===== src/rtl/pipe_host_ctrl.sv =====
// Run/halt sequencer and memory-port arbiter between the mini-processor pipeline and the host.
// Optional single-step support is enabled by defining HOST_SSTEP_EN.
module pipe_host_ctrl #(
  parameter int ADDR_W       = 9,
  parameter int DRAIN_CYCLES = 4,
  parameter bit BOOT_HALTED  = 1'b1
) (
  input  logic              clk,
  input  logic              reset,
  input  logic              host_cmd_halt,
  input  logic              host_cmd_run,
  input  logic              host_cmd_step,
  input  logic              host_req,
  input  logic              host_we,
  input  logic              host_sel,
  input  logic [ADDR_W-1:0] host_addr,
  input  logic [63:0]       host_wdata,
  output logic [63:0]       host_rdata,
  output logic              host_ack,
  output logic              halted,
  output logic              pc_hold,
  output logic              fetch_bubble,
  input  logic [ADDR_W-1:0] pipe_imem_addr,
  output logic [ADDR_W-1:0] imem_addr,
  output logic              imem_we,
  output logic [31:0]       imem_din,
  input  logic [31:0]       imem_dout,
  input  logic [ADDR_W-1:0] pipe_dmem_addr,
  input  logic              pipe_dmem_we,
  input  logic [63:0]       pipe_dmem_din,
  output logic [ADDR_W-1:0] dmem_addr,
  output logic              dmem_we,
  output logic [63:0]       dmem_din,
  input  logic [63:0]       dmem_dout
);

  localparam int CNT_W = (DRAIN_CYCLES > 1) ? $clog2(DRAIN_CYCLES) : 1;
  localparam logic [CNT_W-1:0] DRAIN_LOAD = CNT_W'(DRAIN_CYCLES - 1);
  localparam logic [CNT_W-1:0] CNT_ONE    = CNT_W'(1);

  localparam logic [2:0] S_RUN    = 3'd0;
  localparam logic [2:0] S_DRAIN  = 3'd1;
  localparam logic [2:0] S_HALTED = 3'd2;
  localparam logic [2:0] S_H_ACC  = 3'd3;
  localparam logic [2:0] S_H_RD   = 3'd4;
  localparam logic [2:0] S_H_DONE = 3'd5;
`ifdef HOST_SSTEP_EN
  localparam logic [2:0] S_STEP   = 3'd6;
`endif
  localparam logic [2:0] S_BOOT   = BOOT_HALTED ? S_HALTED : S_RUN;

  logic [2:0]       state, state_nxt;
  logic [CNT_W-1:0] drain_cnt, cnt_nxt;
  logic             pipe_owns;
  logic             pipe_fetch;

`ifndef HOST_SSTEP_EN
  logic unused_step;
  assign unused_step = host_cmd_step;
`endif

  always_comb begin
    state_nxt = state;
    cnt_nxt   = drain_cnt;
    case (state)
      S_RUN: begin
        if (host_cmd_halt) begin
          state_nxt = S_DRAIN;
          cnt_nxt   = DRAIN_LOAD;
        end
      end
      S_DRAIN: begin
        if (drain_cnt == '0) state_nxt = S_HALTED;
        else                 cnt_nxt   = drain_cnt - CNT_ONE;
      end
      S_HALTED: begin
        if (host_req)          state_nxt = S_H_ACC;
`ifdef HOST_SSTEP_EN
        else if (host_cmd_step) state_nxt = S_STEP;
`endif
        else if (host_cmd_run) state_nxt = S_RUN;
      end
      S_H_ACC:  state_nxt = S_H_RD;
      S_H_RD:   state_nxt = S_H_DONE;
      // Waiting for req to drop guarantees one access per req assertion.
      S_H_DONE: if (!host_req) state_nxt = S_HALTED;
`ifdef HOST_SSTEP_EN
      S_STEP: begin
        state_nxt = S_DRAIN;
        cnt_nxt   = DRAIN_LOAD;
      end
`endif
      default:  state_nxt = S_BOOT;
    endcase
  end

  always_ff @(posedge clk) begin
    if (reset) begin
      state      <= S_BOOT;
      drain_cnt  <= '0;
      host_rdata <= '0;
      host_ack   <= 1'b0;
    end else begin
      state     <= state_nxt;
      drain_cnt <= cnt_nxt;
      host_ack  <= (state == S_H_RD);
      if (state == S_H_RD && !host_we)
        host_rdata <= host_sel ? dmem_dout : {32'h0, imem_dout};
    end
  end

`ifdef HOST_SSTEP_EN
  assign pipe_fetch = (state == S_RUN) || (state == S_STEP);
`else
  assign pipe_fetch = (state == S_RUN);
`endif
  assign pipe_owns    = pipe_fetch || (state == S_DRAIN);
  assign pc_hold      = !pipe_fetch;
  assign fetch_bubble = !pipe_fetch;
  assign halted       = (state == S_HALTED) || (state == S_H_ACC) ||
                        (state == S_H_RD)   || (state == S_H_DONE);

  // Host addresses stay on the ports in every host-owned state; only H_ACC may write.
  always_comb begin
    imem_addr = host_addr;
    imem_we   = 1'b0;
    imem_din  = host_wdata[31:0];
    dmem_addr = host_addr;
    dmem_we   = 1'b0;
    dmem_din  = host_wdata;
    if (pipe_owns) begin
      imem_addr = pipe_imem_addr;
      imem_din  = '0;
      dmem_addr = pipe_dmem_addr;
      dmem_we   = pipe_dmem_we;
      dmem_din  = pipe_dmem_din;
    end else if (state == S_H_ACC) begin
      imem_we = host_we && !host_sel;
      dmem_we = host_we && host_sel;
    end
  end

endmodule


===== config.mk =====
export PLATFORM = sky130hd
export DESIGN_NAME = pipe_host_ctrl
export DESIGN_NICKNAME = d
export VERILOG_FILES = /design/src/rtl/pipe_host_ctrl.sv
export SDC_FILE = /design/constraint.sdc
export NUM_CORES = 1
export LEC_CHECK = 0
export CORE_AREA = 2 2 171 173
export CTS_CLUSTER_SIZE = 14
export DETAILED_ROUTE_END_ITERATION = 6
export DIE_AREA = 0 0 173 175
export SLEW_MARGIN = 20
export SYNTH_ARGS = -nofsm -noshare
export SYNTH_HDL_FRONTEND = slang
export SYNTH_SLANG_ARGS = --single-unit

===== constraint.sdc =====
create_clock -name clk -period 2.6 [get_ports clk]
set_input_delay 0.52 -clock clk [delete_from_list [all_inputs] [get_ports clk]]
set_output_delay 0.52 -clock clk [all_outputs]
set_load 0.02 [all_outputs]

The metal 2 layer:
Scale: 3 px per µm.
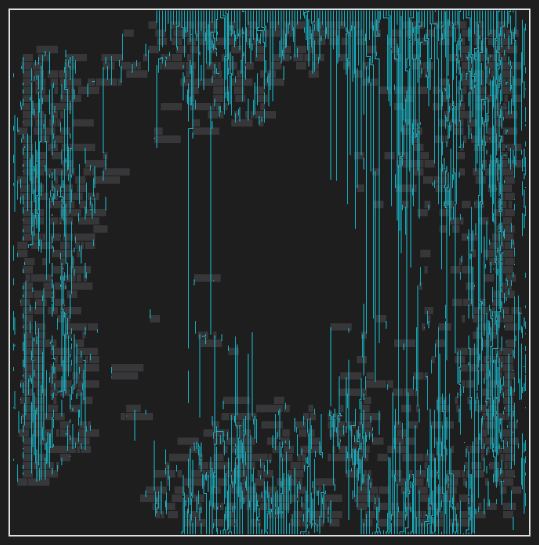
The layer holds 50% of the routed length. The longest straight run is 136 µm.

Clock nets:
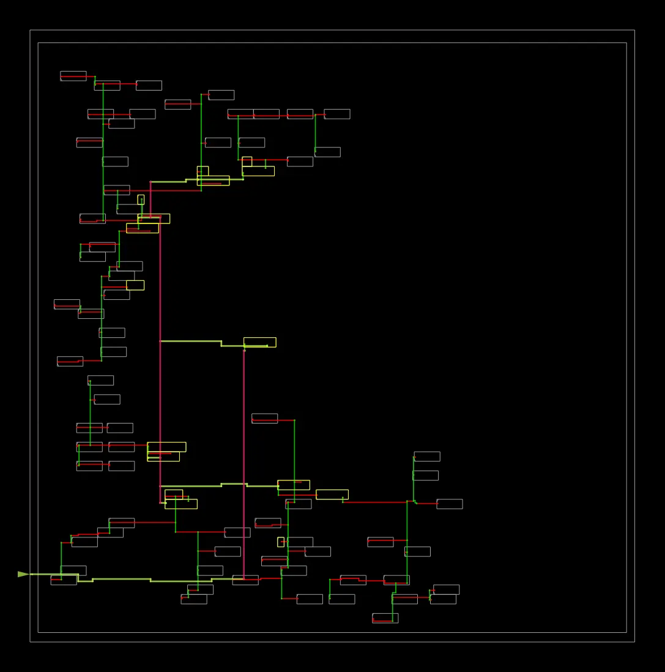
tally of clock buffers in the finished layout: 11
latest clock arrival within the worst-skew pair: 0.33 ns

I/O nets highlighted:
Scale: 2 px per µm.
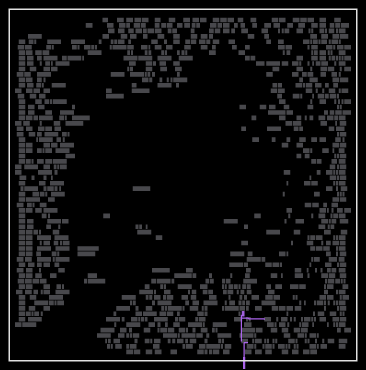
Key: purple = `pc_hold` [bits 1, direction output, end cells 1, wire 36.2 µm]
Port Buffers: 442
top-level port count: 444

Placed cells, one colour a class:
Scale: 2 px per µm. Fill, decap, tap and diode cells in grey.
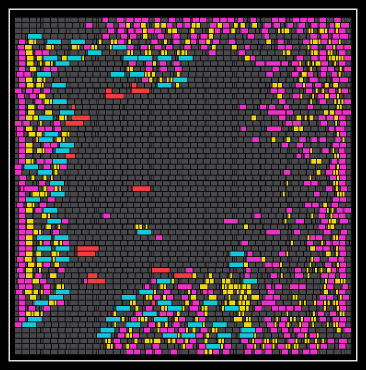
Key: magenta = other buffers and delay cells [cells 459, share of their area 53%]; yellow = combinational and other logic [cells 440, share of their area 27%]; red = clock drivers and dummy loads [cells 16, share of their area 3.6%]; cyan = flops [cells 70, share of their area 16%]
Util after Layout: 32.4%
floorplan core area: 0.0284 mm²
Cell Rows: 62
share of cell area taken by flip-flops and latches: 15.3%

Routed clock nets over the placement:
Scale: 3 px per µm.
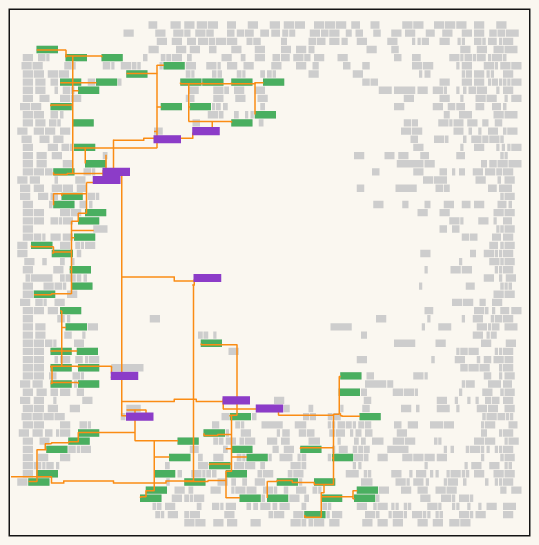
Key: green = flip-flops [count 70]; purple = clock drivers [count 9]; orange = clock wires [length 1160 µm]
There are 10 routed clock nets.
power dissipated in the clock network: 1.27 mW
clock network fraction of total power: 27.4%
Clock Skew: 0.00938 ns

==> summary.txt <==
The flow completed. The run finished with clean final reports. Multi-input logic portion of the cell area landed at roughly 25%. Count of multi-input gates landed at between 400 and 500. The startpoint identified for the worst hold timing path is host_rdata[42].

Maximum vdd ir drop landed at around 0.31 mV. Final weighted congestion of routability-driven global placement landed at 0.928. Detailed placement HPWL landed at 19.7 mm.

In the log, the iteration count for the first detailed-route pass is 4. Hold buffer count at CTS landed at 0. The flow reported a cell area power density of 506 mW/mm².

Per STA, the endpoint of the critical path is imem_addr[8]. Excluding fillers, the count of instances in the completed layout stands at ~1400. Portion of netlist area occupied by mux cells landed at just over 8%. Internal power comes to 3.00 mW. Floorplan utilization landed at 14.2%. The final timing report lists a max-slew violation count of 0. The post-route report lists met1 wire length as 9.25 mm. After detailed routing, the total wire length is 24.1 mm. Number of antenna repair diodes landed at 3. Area of the mapped netlist landed at ~0.0040 mm². Average instance area after synthesis landed at 7.17 µm². The endpoint identified for the worst register-to-register timing path is host_rdata[37].

Per the detail_route log, the uppermost layer with routed signals is met5. Total CTS buffers landed at 9. Clock net sink count landed at around 70. Per report_power, the Sequential row totals 1.12 mW. Worst reg-to-reg path cell count landed at 6. The worst register-to-register path has a setup slack of 0.77 ns. Number of global-route vias before repair landed at approximately 5400.

Post-route cell area landed at 0.00919 mm². In this design, the largest share of critical-path delay is due to buffers and inverters. Per the GRT log, the top usage layer is met2. In this run, distinct cell masters in the synthesized netlist total 35.

In the final layout, the multi-input gates occupy 0.00234 mm². Horizontal die dimension landed at 173 µm. Summing all placed instances gives a cell area of ~0.0088 mm². Hold analysis lists the worst path endpoint as host_rdata[42].

Non-clock inverters in the final layout number 5. Initial detailed-routing violation count landed at 171. Fraction of area in clock buffers and inverters landed at ~3.4%.

The layout report lists the non-clock buffer share of cell area as 50.4%. The dominant power group in this design is combinational logic. Synthesis produced a netlist whose cell count is between 500 and 600. Non-clock buffer instance count of the final layout landed at roughly 460. Met3 wire length landed at 1.88 mm. For reference, the top logic cell family by area is simple AND/OR/NAND/NOR gates.

Data required time at the worst endpoint landed at 2.08 ns. For met1 alone, demand over resource in global routing was 16.4%. STA classifies the critical path startpoint as a flop. Power attributed to combinational cells is 2.26 mW. Tracing the worst setup path back leads to its startpoint at state[1].

Synthesis produced a netlist with a net count of 822. Routing usage on met2 landed at 27.3%. Total count of hold-check failures in the final report landed at 0. The count of nets left with antenna violations once routing finished came out at 0.

Count of buffering cells on the critical path with inverters included landed at 3. Smallest hold slack landed at 0.449 ns. Initial antenna violation count landed at 4. Number of synthesized register bits landed at 70. Area enclosed by the die boundary landed at 0.0303 mm². STA classifies the critical path endpoint as an output port. The most numerous cell type found on the critical path is nand2_1. The synthesized netlist devotes 0.311% of its cell area to adder and majority cells. Sum of internal, switching and leakage power landed at 4.64 mW.

Summed over all cells, the static leakage comes to between 3 and 4 nW. The number of cells on the worst hold path is listed as 2. Clock tree synthesis selected as its root buffer the cell clkbuf_16. Summed over all layers, the global routing overflow is 0. Worst setup margin landed at a little under 0.09 ns.

Yosys stat counts 561 cells in the synthesized netlist. Number of warnings in the stage logs landed at 27. For the pin with the worst max-slew slack, the measured transition is 0.668 ns. Layout cell share with drive strength beyond 1 landed at 5.38%. TritonCTS built the clock tree.

Number of inserted filler cells in the final layout landed at 3030. Looking at the area split, the leading class of cells is buffers. Area growth from synthesis to layout landed at 128%. Final sequential cell count landed at ~70. STA lists the startpoint of the worst register-to-register path as state[2]. The most common logic cells in the final layout are 380 x clkdlybuf4s50_1, 175 x nand2_1, 70 x dfxtp_1, 38 x nor2_1, 37 x a21oi_1. The final layout contains 1241 nets.

Global-route track usage on met3 landed at 4.66%. Detailed-route via count landed at 5480. Final tally of setup violations landed at 0. Basic-gate share of the synthesized area counting and, or, nand and nor cells landed at 31.2%. Dividing the detail-routed wire length by the instance count gives 17.6 µm. Total global-route track usage over all layers is 15.0%. Normalized max-slew margin landed at a little under three fifths.

The slowest stage of the critical path belongs to the cell clkdlybuf4s50_1.
[cell usage after synthesis]
| master | number | area share [%] |
|---|---|---|
| a211oi_1 | 32 | 6.0 |
| a21o_1 | 32 | 6.0 |
| a21oi_1 | 37 | 4.6 |
| a221oi_1 | 1 | 0.22 |
| a22oi_1 | 1 | 0.19 |
| a2bb2oi_1 | 1 | 0.22 |
| a311oi_1 | 1 | 0.22 |
| and2_1 | 32 | 5.0 |
| and3_1 | 1 | 0.16 |
| buf_1 | 3 | 0.28 |
| buf_2 | 14 | 1.7 |
| buf_4 | 4 | 0.75 |
| buf_6 | 6 | 1.7 |
| clkbuf_1 | 24 | 2.2 |
| dfxtp_1 | 70 | 35 |
| ha_1 | 1 | 0.31 |
| inv_1 | 5 | 0.47 |
| mux2_2 | 1 | 0.28 |
| mux2i_1 | 32 | 8.0 |
| nand2_1 | 175 | 16 |
| nand2b_1 | 3 | 0.47 |
| nand3_1 | 32 | 4.0 |
| nand4_1 | 1 | 0.16 |
| nor2_1 | 39 | 3.6 |
| nor2_4 | 1 | 0.28 |
| nor2b_1 | 1 | 0.16 |
| nor4_1 | 2 | 0.31 |
| o211ai_1 | 1 | 0.19 |
| o21ai_0 | 2 | 0.25 |
| o22ai_1 | 1 | 0.16 |
| or2_1 | 1 | 0.16 |
| or2_2 | 1 | 0.16 |
| or3b_4 | 1 | 0.28 |
| or4_1 | 1 | 0.19 |
| xor2_1 | 1 | 0.22 |
[worst register-to-register path, cell delays in order (launching register included)]
cell and delay, ns:
dfxtp_1 0.32, buf_4 0.19, or3b_4 0.43, nor2_4 0.13, buf_12 0.29, nand3_1 0.21, a21oi_1 0.19
[state kept, by name, indices dropped and copies added (netlist names)]
register / cells
drain_cnt: 2
host_ack: 1
host_rdata: 64
state: 3
Power and IR drop assume default switching activity.
